### src/rtl/regfile_pkg.sv
// Shared widths, depth and address helpers for the multi-port MIPS register file.
package regfile_pkg;

    localparam int unsigned DATA_W_DEF   = 32;
    localparam int unsigned ADDR_W_DEF   = 5;
    localparam int unsigned NUM_REGS_DEF = 32;
    localparam int unsigned NUM_RD_DEF   = 2;
    localparam int unsigned NUM_WR_DEF   = 2;

    // Register 0 is hardwired to zero and can never be written or reserved.
    localparam int unsigned REG_ZERO = 0;

    // True when addr names a real, writable register (non-zero and below the depth).
    function automatic logic is_valid_addr(input logic [31:0] addr, input int unsigned num_regs);
        return (addr != 32'(REG_ZERO)) && (addr < num_regs);
    endfunction

endpackage

### src/rtl/regfile_scoreboard.sv
// Busy-bit scoreboard: multi-cycle producers reserve a destination, committed writes release it.
module regfile_scoreboard
    import regfile_pkg::*;
#(
    parameter int unsigned ADDR_W   = ADDR_W_DEF,
    parameter int unsigned NUM_REGS = NUM_REGS_DEF,
    parameter int unsigned NUM_WR   = NUM_WR_DEF
) (
    input  logic                     CLK,
    input  logic                     rst,
    input  logic                     rsv_en,
    input  logic [ADDR_W-1:0]        rsv_addr,
    input  logic [NUM_WR-1:0]        wr_en,
    input  logic [NUM_WR*ADDR_W-1:0] wr_addr,
    output logic [NUM_REGS-1:0]      busy,
    output logic                     rsv_err,
    output logic [ADDR_W:0]          pend_cnt
);

    logic [NUM_REGS-1:0] busy_q, busy_d;
    logic                rsv_err_q, rsv_err_d;
    logic [ADDR_W:0]     pend_cnt_q, pend_cnt_d;

    // Writes clear first, then a reserve sets, so a same-cycle reserve outlives the write it races.
    always_comb begin
        busy_d    = busy_q;
        rsv_err_d = 1'b0;
        for (int k = 0; k < int'(NUM_WR); k++) begin
            if (wr_en[k] && is_valid_addr(32'(wr_addr[k*ADDR_W +: ADDR_W]), NUM_REGS)) begin
                busy_d[wr_addr[k*ADDR_W +: ADDR_W]] = 1'b0;
            end
        end
        if (rsv_en) begin
            if (!is_valid_addr(32'(rsv_addr), NUM_REGS)) begin
                rsv_err_d = 1'b1;
            end else begin
                rsv_err_d = busy_q[rsv_addr];
                busy_d[rsv_addr] = 1'b1;
            end
        end
        pend_cnt_d = (ADDR_W+1)'($countones(busy_d));
    end

    // Busy vector, error pulse and pending count all update together; reset drops everything.
    always_ff @(posedge CLK) begin
        if (rst) begin
            busy_q     <= '0;
            rsv_err_q  <= 1'b0;
            pend_cnt_q <= '0;
        end else begin
            busy_q     <= busy_d;
            rsv_err_q  <= rsv_err_d;
            pend_cnt_q <= pend_cnt_d;
        end
    end

    assign busy     = busy_q;
    assign rsv_err  = rsv_err_q;
    assign pend_cnt = pend_cnt_q;

endmodule

### src/rtl/mips_regfile_mp.sv
// Multi-port MIPS register file with async reads, prioritised writes and a busy-bit scoreboard.
// Optional same-cycle write-to-read forwarding is enabled by defining REGFILE_BYPASS_EN.
module mips_regfile_mp
    import regfile_pkg::*;
#(
    parameter int unsigned DATA_W   = DATA_W_DEF,
    parameter int unsigned ADDR_W   = ADDR_W_DEF,
    parameter int unsigned NUM_REGS = NUM_REGS_DEF,
    parameter int unsigned NUM_RD   = NUM_RD_DEF,
    parameter int unsigned NUM_WR   = NUM_WR_DEF
) (
    input  logic                     CLK,
    input  logic                     rst,
    input  logic [NUM_RD*ADDR_W-1:0] rd_addr,
    output logic [NUM_RD*DATA_W-1:0] rd_data,
    output logic [NUM_RD-1:0]        rd_busy,
    input  logic [NUM_WR-1:0]        wr_en,
    input  logic [NUM_WR*ADDR_W-1:0] wr_addr,
    input  logic [NUM_WR*DATA_W-1:0] wr_data,
    input  logic                     rsv_en,
    input  logic [ADDR_W-1:0]        rsv_addr,
    output logic                     rsv_err,
    output logic [ADDR_W:0]          pend_cnt
);

    logic [DATA_W-1:0]   regs_q [NUM_REGS];
    logic [DATA_W-1:0]   regs_d [NUM_REGS];
    logic [NUM_REGS-1:0] busy;

    regfile_scoreboard #(
        .ADDR_W   (ADDR_W),
        .NUM_REGS (NUM_REGS),
        .NUM_WR   (NUM_WR)
    ) u_scoreboard (
        .CLK      (CLK),
        .rst      (rst),
        .rsv_en   (rsv_en),
        .rsv_addr (rsv_addr),
        .wr_en    (wr_en),
        .wr_addr  (wr_addr),
        .busy     (busy),
        .rsv_err  (rsv_err),
        .pend_cnt (pend_cnt)
    );

    // Ports are applied in ascending order so the highest-index port wins an address collision.
    always_comb begin
        regs_d = regs_q;
        for (int k = 0; k < int'(NUM_WR); k++) begin
            if (wr_en[k] && is_valid_addr(32'(wr_addr[k*ADDR_W +: ADDR_W]), NUM_REGS)) begin
                regs_d[wr_addr[k*ADDR_W +: ADDR_W]] = wr_data[k*DATA_W +: DATA_W];
            end
        end
    end

    // Register array; reset wins over any same-cycle write.
    always_ff @(posedge CLK) begin
        if (rst) begin
            regs_q <= '{default: '0};
        end else begin
            regs_q <= regs_d;
        end
    end

    // Read muxes: reg 0 and out-of-range addresses read zero and never look busy.
    always_comb begin
        rd_data = '0;
        rd_busy = '0;
        for (int i = 0; i < int'(NUM_RD); i++) begin
            if (is_valid_addr(32'(rd_addr[i*ADDR_W +: ADDR_W]), NUM_REGS)) begin
                rd_data[i*DATA_W +: DATA_W] = regs_q[rd_addr[i*ADDR_W +: ADDR_W]];
                rd_busy[i]                  = busy[rd_addr[i*ADDR_W +: ADDR_W]];
`ifdef REGFILE_BYPASS_EN
                for (int k = 0; k < int'(NUM_WR); k++) begin
                    if (wr_en[k] && (wr_addr[k*ADDR_W +: ADDR_W] == rd_addr[i*ADDR_W +: ADDR_W])) begin
                        rd_data[i*DATA_W +: DATA_W] = wr_data[k*DATA_W +: DATA_W];
                        rd_busy[i]                  = 1'b0;
                    end
                end
`endif
            end
        end
    end

endmodule

### config.mk
export PLATFORM = sky130hd
export DESIGN_NAME = mips_regfile_mp
export DESIGN_NICKNAME = d
export VERILOG_FILES = /design/src/rtl/regfile_pkg.sv /design/src/rtl/regfile_scoreboard.sv /design/src/rtl/mips_regfile_mp.sv
export SDC_FILE = /design/constraint.sdc
export NUM_CORES = 2
export LEC_CHECK = 0
export ABC_AREA = 0
export ABC_CLOCK_PERIOD_IN_PS = 7550
export CAP_MARGIN = 20
export CORE_MARGIN = 4
export CORE_UTILIZATION = 45
export CTS_CLUSTER_DIAMETER = 80
export DETAILED_ROUTE_END_ITERATION = 8
export PLACE_DENSITY = 0.63
export SYNTH_ARGS = -nofsm -noshare
export SYNTH_HDL_FRONTEND = slang
export SYNTH_SLANG_ARGS = --single-unit
### constraint.sdc
create_clock -name CLK -period 7.55 [get_ports CLK]
set_input_delay 1.51 -clock CLK [delete_from_list [all_inputs] [get_ports CLK]]
set_output_delay 1.51 -clock CLK [all_outputs]
set_load 0.05 [all_outputs]
==> images/ff_map.png <==
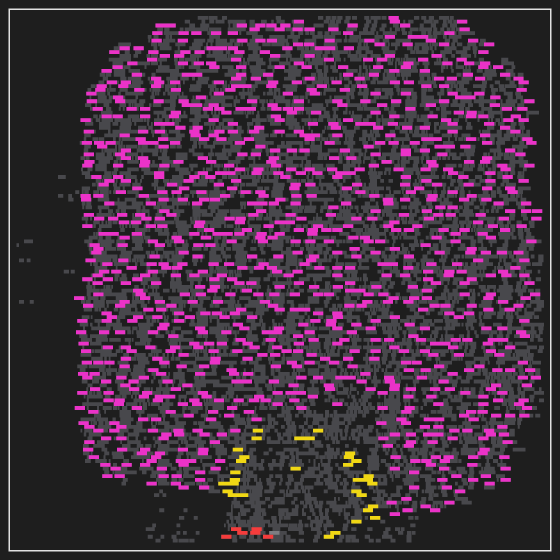
netlist name	color	flops	where
regs_q	magenta	1024	spread over the die
u_scoreboard.busy	yellow	32	bottom middle
u_scoreboard.pend_cnt	red	6	bottom middle
Seq. cell area: 21280 µm²
Core Util, Final: 50.17%
flop share of the area: 29.56%

==> images/class_map.png <==
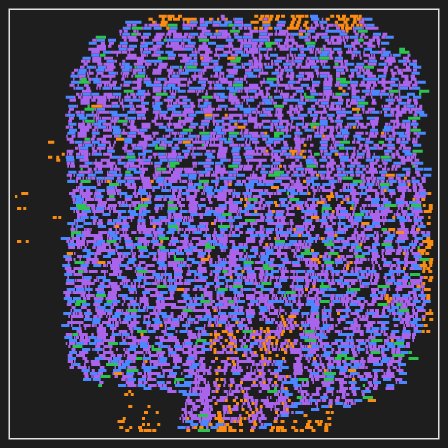
class	color	cells
clock drivers and dummy loads	green	214
remaining buffers and delay cells	orange	438
remaining logic cells	purple	4949
registers	blue	1063
cell row count: 139
Final Instance Area: 71990 µm²
core area: 143500 µm²

==> images/util_map.png <==
39 x 39 tiles, from black (low) to pale yellow (high), 0 to 100% covered.
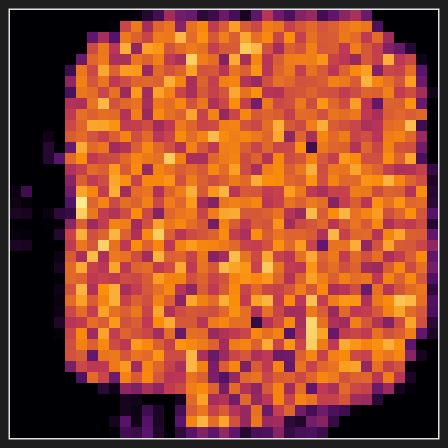
tiles over 75% full	10%
emptiest ninth of the die	bottom left
nearly empty tiles	19%
fullest tile	96%

==> images/congestion_map.png <==
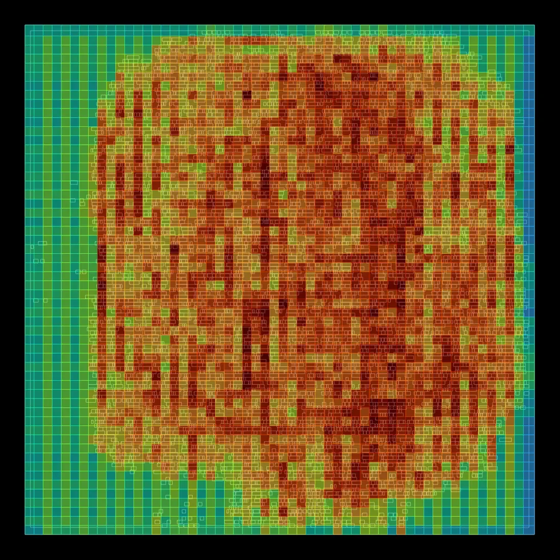
M1 GR Usage: 45.40%
grt met3 use: 10.90%

==> impl_metrics.py <==
# Metrics from the implementation run
metrics = {
    "power": {
        "power.switching_uw": 3909,
        "ir_drop_mv": 0.1860,
        "powerSeq_uw": 5800,
        "p_int_uw": 9913,
        "power.group.top": "clock",
        "p_seq_share_pct": 42.0,
    },
    "worst_setup_path": {
        "cp_slowest_cell": "clkdlybuf4s50_1",
        "slowest_delay_ps": 760,
        "endpoint": "u_scoreboard.pend_cnt[5]",
        "r2r-start": "u_scoreboard.busy[11]",
        "timing.rr.end": "u_scoreboard.pend_cnt[5]",
    },
    "layout": {
        "area_share_nonclk_buffers_pct": 5.579,
        "areaGrowthSynthToFinish_pct": 10.86,
        "combGateArea_um2": 40080,
        "drive_gt1_share_pct": 16.75,
    },
    "min_path": {
        "hold_end": "regs_q[997]",
        "hold_start": "regs_q[997]",
    },
    "cts": {
        "cts_hold_buf": 0,
        "clkTransAtPathRegs_ps": 60,
        "ctsResizeCount": 0,
        "cts_setup_buffers": 0,
    },
    "synthesis": {
        "synthCells": 6935,
        "synthMuxAreaShare_pct": 29.84,
        "async_reset_ff_share_pct": 0,
        "simple_gate_share_pct": 13.97,
        "most_common_cell": "dfxtp_1",
        "yosys-top-cells-count": "dfxtp_1 (1063), nor2_1 (1032), mux2i_1 (803), clkbuf_1 (635), nand2_1 (628)",
        "ys_warn_count": 0,
    },
    "timing": {
        "skew_ps": 5.010,
        "fin_hold_ws_ps": 481.4,
        "maxSlewViolCount": 0,
        "finalHoldViolations": 0,
        "fin_tns_setup_ps": 0,
    },
    "place": {
        "dp_hpwl_um": 156500,
        "pre_cts_ws_ps": 245.8,
    },
    "grt": {
        "antenna_found_initial": 10,
    },
    "routing": {
        "vias_per_cell": 7.062,
    },
    "run_status": {
        "status": "completed",
    },
}
No activity file was given, so power comes from the tool's default toggle rates.
